==> run_1/m4.png <==
(4 px per µm) Supply wires on this layer in gray.
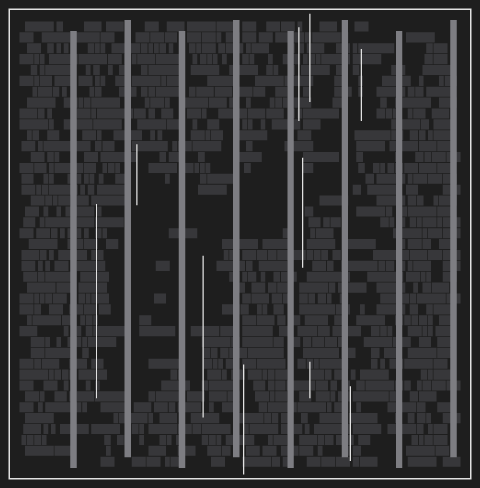
==> run_1/clock_nets.png <==
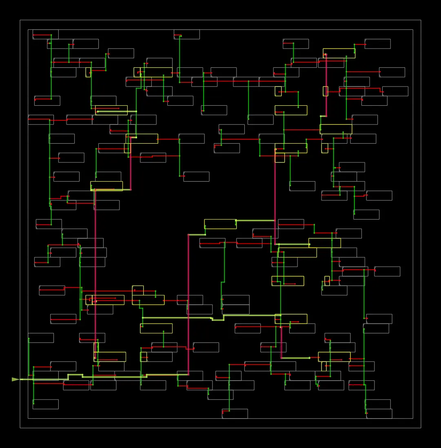
==> run_1/layers.png <==
(4 px per µm)
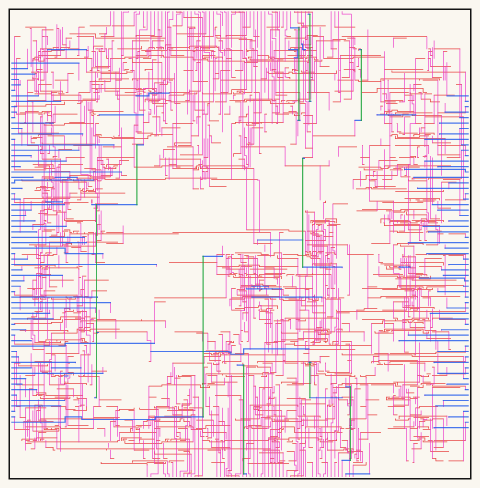
==> config.mk <==
export PLATFORM = sky130hd
export DESIGN_NAME = mac_sequencer
export DESIGN_NICKNAME = d
export VERILOG_FILES = /design/src/rtl/mac_sequencer.sv
export SDC_FILE = /design/constraint.sdc
export NUM_CORES = 1
export LEC_CHECK = 0
export CAP_MARGIN = 40
export CORE_AREA = 2 2 113 115
export CTS_CLUSTER_DIAMETER = 60
export CTS_CLUSTER_SIZE = 14
export DETAILED_ROUTE_END_ITERATION = 12
export DIE_AREA = 0 0 115 117
export PLACE_DENSITY = 0.76
export SYNTH_ARGS = -nofsm -noshare
export SYNTH_HDL_FRONTEND = slang
export SYNTH_SLANG_ARGS = --single-unit
==> constraint.sdc <==
create_clock -name clk -period 2.05 [get_ports clk]
set_clock_uncertainty 0.2 [all_clocks]
set_input_delay 0.41 -clock clk [delete_from_list [all_inputs] [get_ports clk]]
set_output_delay 0.41 -clock clk [all_outputs]
set_load 0.03 [all_outputs]
==> impl_metrics.xml <==
<?xml version="1.0" encoding="UTF-8"?>
<metrics>
  <group name="outcome">
    <metric name="status" unit="">finished clean</metric>
  </group>
  <group name="timing">
    <metric name="slew_headroom" unit="">0.584</metric>
    <metric name="timing.setup.tns" unit="ns">0</metric>
    <metric name="timing_hold_violations_final" unit="">0</metric>
    <metric name="fin_hold_ws" unit="ns">0.0953</metric>
    <metric name="setup-violations-final" unit="">0</metric>
    <metric name="fmax" unit="GHz">0.496</metric>
    <metric name="rsz0062_at_grt" unit="">no</metric>
    <metric name="actual_transition_at_the_worst_max_transition_pin" unit="ns">0.625</metric>
  </group>
  <group name="critical_path">
    <metric name="worst_path_cell_with_the_longest_stage_delay" unit="">sky130_fd_sc_hd__clkdlybuf4s50_1</metric>
    <metric name="worst_setup_path_end_kind" unit="">output pin</metric>
    <metric name="critical_path.top_delay_family" unit="">buffers and inverters</metric>
    <metric name="r2r_setup_slack" unit="ns">0.23</metric>
    <metric name="critPathMaxStageDelay" unit="ns">0.67</metric>
    <metric name="critical_path_class" unit="">register to output pin</metric>
    <metric name="startpoint_types" unit="">register</metric>
    <metric name="worst-path-stages" unit="">1</metric>
    <metric name="critical_path.max_fanout" unit="">2</metric>
    <metric name="worst_r2r_path_depth" unit="">5</metric>
    <metric name="data_arrival_at_the_endpoint_of_the_critical_path" unit="ns">1.40</metric>
    <metric name="critPathBufInv" unit="">1</metric>
  </group>
  <group name="clock_network">
    <metric name="tritoncts_clock_tree" unit="">yes</metric>
    <metric name="ctsRootBufferMaster" unit="">sky130_fd_sc_hd__clkbuf_16</metric>
    <metric name="clk_transition_reported_paths" unit="ns">0.05</metric>
    <metric name="cts_hold_repair.buffers" unit="">0</metric>
    <metric name="cts-root-to-sink-buffers" unit="">2</metric>
    <metric name="ctsHtreeMaxLevel" unit="">4</metric>
  </group>
  <group name="drt">
    <metric name="detail_route.iter0.violations" unit="">248</metric>
    <metric name="final_antenna_net_count" unit="">0</metric>
    <metric name="average_via_count_per_standard_cell" unit="">4.74</metric>
    <metric name="wl_met1" unit="mm">5.03</metric>
    <metric name="detailed_router_iteration_count_before_antenna_repair" unit="">4</metric>
    <metric name="drc" unit="">0</metric>
    <metric name="detailroute.wirelength.met3" unit="mm">1.21</metric>
    <metric name="dr.max_layer_used" unit="">met4</metric>
    <metric name="routed-wl-met2" unit="mm">6.48</metric>
  </group>
  <group name="cells_and_area">
    <metric name="largest_register_ff_count" unit="">64</metric>
    <metric name="clock_area_frac" unit="">0.0677</metric>
    <metric name="flop_area" unit="µm²">2440</metric>
    <metric name="combGateArea" unit="µm²">1910</metric>
    <metric name="signal_buffer_area_fraction" unit="">0.341</metric>
    <metric name="nMultiInputCombCells" unit="">387</metric>
    <metric name="seq_area_frac" unit="">0.318</metric>
    <metric name="non_filler_cells_final" unit="">937</metric>
    <metric name="comb_area_share" unit="">0.248</metric>
    <metric name="insertedDiodeCount" unit="">0</metric>
    <metric name="drive_gt1_frac" unit="">0.0635</metric>
    <metric name="area.growth.synth_to_final" unit="%">67.3</metric>
    <metric name="fillers" unit="">1025</metric>
    <metric name="num-nets-final" unit="">897</metric>
    <metric name="lay_top_cells" unit="">180 x sky130_fd_sc_hd__nand2_1, 120 x sky130_fd_sc_hd__dfxtp_1, 119 x sky130_fd_sc_hd__clkdlybuf4s50_1</metric>
    <metric name="num-clock-buffers" unit="">22</metric>
    <metric name="largest_class" unit="">non-clock buffers</metric>
  </group>
  <group name="yosys">
    <metric name="synth.cell_area" unit="µm²">4590</metric>
    <metric name="yosys-top-cells-count" unit="">181 x sky130_fd_sc_hd__nand2_1, 122 x sky130_fd_sc_hd__dfxtp_1, 70 x sky130_fd_sc_hd__a21oi_1</metric>
    <metric name="synthCells" unit="">551</metric>
    <metric name="ys_top_logic_family" unit="">simple AND/OR/NAND/NOR gates</metric>
    <metric name="xor_share" unit="">0</metric>
    <metric name="post_synth_num_cell_types" unit="">30</metric>
    <metric name="yosys_area" unit="µm²">4590</metric>
    <metric name="synth-adder-area-share" unit="">0.0136</metric>
    <metric name="syn_avg_cell_area" unit="µm²">8.34</metric>
    <metric name="ys_seq_frac" unit="">0.532</metric>
    <metric name="synth.mux.area_fraction" unit="">0.00735</metric>
    <metric name="synth.cellmix.compoundShare" unit="">0.139</metric>
    <metric name="synth_async_sr_flop_share" unit="">0</metric>
    <metric name="synth-warning-count" unit="">0</metric>
    <metric name="yosysTopAreaCellShare" unit="">0.532</metric>
    <metric name="largest_area_cell" unit="">sky130_fd_sc_hd__dfxtp_1</metric>
    <metric name="flop_cell" unit="">sky130_fd_sc_hd__dfxtp_1</metric>
  </group>
  <group name="placement">
    <metric name="dp.final_hpwl" unit="mm">9.13</metric>
    <metric name="placement.io_buffers" unit="">233</metric>
    <metric name="pre_cts_ws" unit="ns">0.0345</metric>
  </group>
  <group name="job">
    <metric name="cap_violations" unit="">0</metric>
    <metric name="warnings" unit="">29</metric>
  </group>
  <group name="power">
    <metric name="p_sw" unit="mW">1.99</metric>
    <metric name="static-leakage-power" unit="nW">4.09</metric>
    <metric name="cellPowerDensity" unit="nW/µm²">909</metric>
    <metric name="p_comb_frac" unit="">0.242</metric>
    <metric name="sw_frac_of_total" unit="">0.285</metric>
    <metric name="clkPwrFrac" unit="">0.376</metric>
  </group>
  <group name="floorplanning">
    <metric name="floorplan_die_area" unit="µm²">13500</metric>
    <metric name="ios" unit="">234</metric>
    <metric name="die_x" unit="µm">115</metric>
    <metric name="height_of_the_chip" unit="µm">117</metric>
    <metric name="core_area" unit="µm²">12300</metric>
    <metric name="fp-utilization" unit="">0.373</metric>
    <metric name="row_count" unit="">41</metric>
    <metric name="taps" unit="">150</metric>
  </group>
  <group name="grt">
    <metric name="global_route.usage.met2" unit="">0.325</metric>
    <metric name="grt_pass1_wl" unit="mm">19.7</metric>
    <metric name="grt_use_met1" unit="">0.194</metric>
    <metric name="grt_max_degree" unit="">75</metric>
    <metric name="gr-usage-met3" unit="">0.0798</metric>
    <metric name="number_of_global_route_vias_before_repair" unit="">4273</metric>
  </group>
  <group name="min_path">
    <metric name="holdPathStages" unit="">2</metric>
    <metric name="worst_hold_path_type" unit="">primary input to register</metric>
  </group>
</metrics>
-- m4.png (at the start) --
- share of all routed wire: 1.9%
- wire length on this layer: 248 µm
- longest straight run: 48.3 µm
detailed-route via count: 4445
total length of routed wires: 13.0 mm

-- clock_nets.png (at the start) --
power in the clock group: 2.63 mW
registers: 122
Inserted Clock Buffers: 17
Worst-Skew Late Latency: 0.40 ns
CTS Sinks: 122

-- layers.png (at the start) --
- green: M4 (wire length 248 µm)
- blue: M3 (wire length 1210 µm)
- magenta: M2 (wire length 6480 µm)
- red: M1 (wire length 5030 µm)
All-Layer GR Usage: 0.186
wire length per cell after detailed routing: 13.8 µm

## run 1: power groups by stage
stage               clock network [mW]  registers (mW)  logic, mW
finish                            2.63            2.67       1.69
global route                      2.82            2.69       1.81
CTS                               2.70            2.68       1.66
detailed placement                   0            2.73       1.68
global placement                     0            2.72       1.62
floorplan                            0            3.04      0.661
## run 1: metrics by stage
stage               power (mW)  area (µm²)  utilization
floorplan                 3.70        4590            -
global placement          4.34        7010        0.570
detailed placement        4.41        7010        0.570
CTS                       7.04        7490        0.608
global route              7.32        7690        0.624
finish                    6.99        7690        0.624
## run 1: repair_timing
item | in CTS | in global routing
gates resized | 44 | 72
setup buffers | 0 | 2
setup endpoints to repair | 42 | 71
hold endpoints to repair | 0 | 0
No activity file was given, so power comes from the tool's default toggle rates.
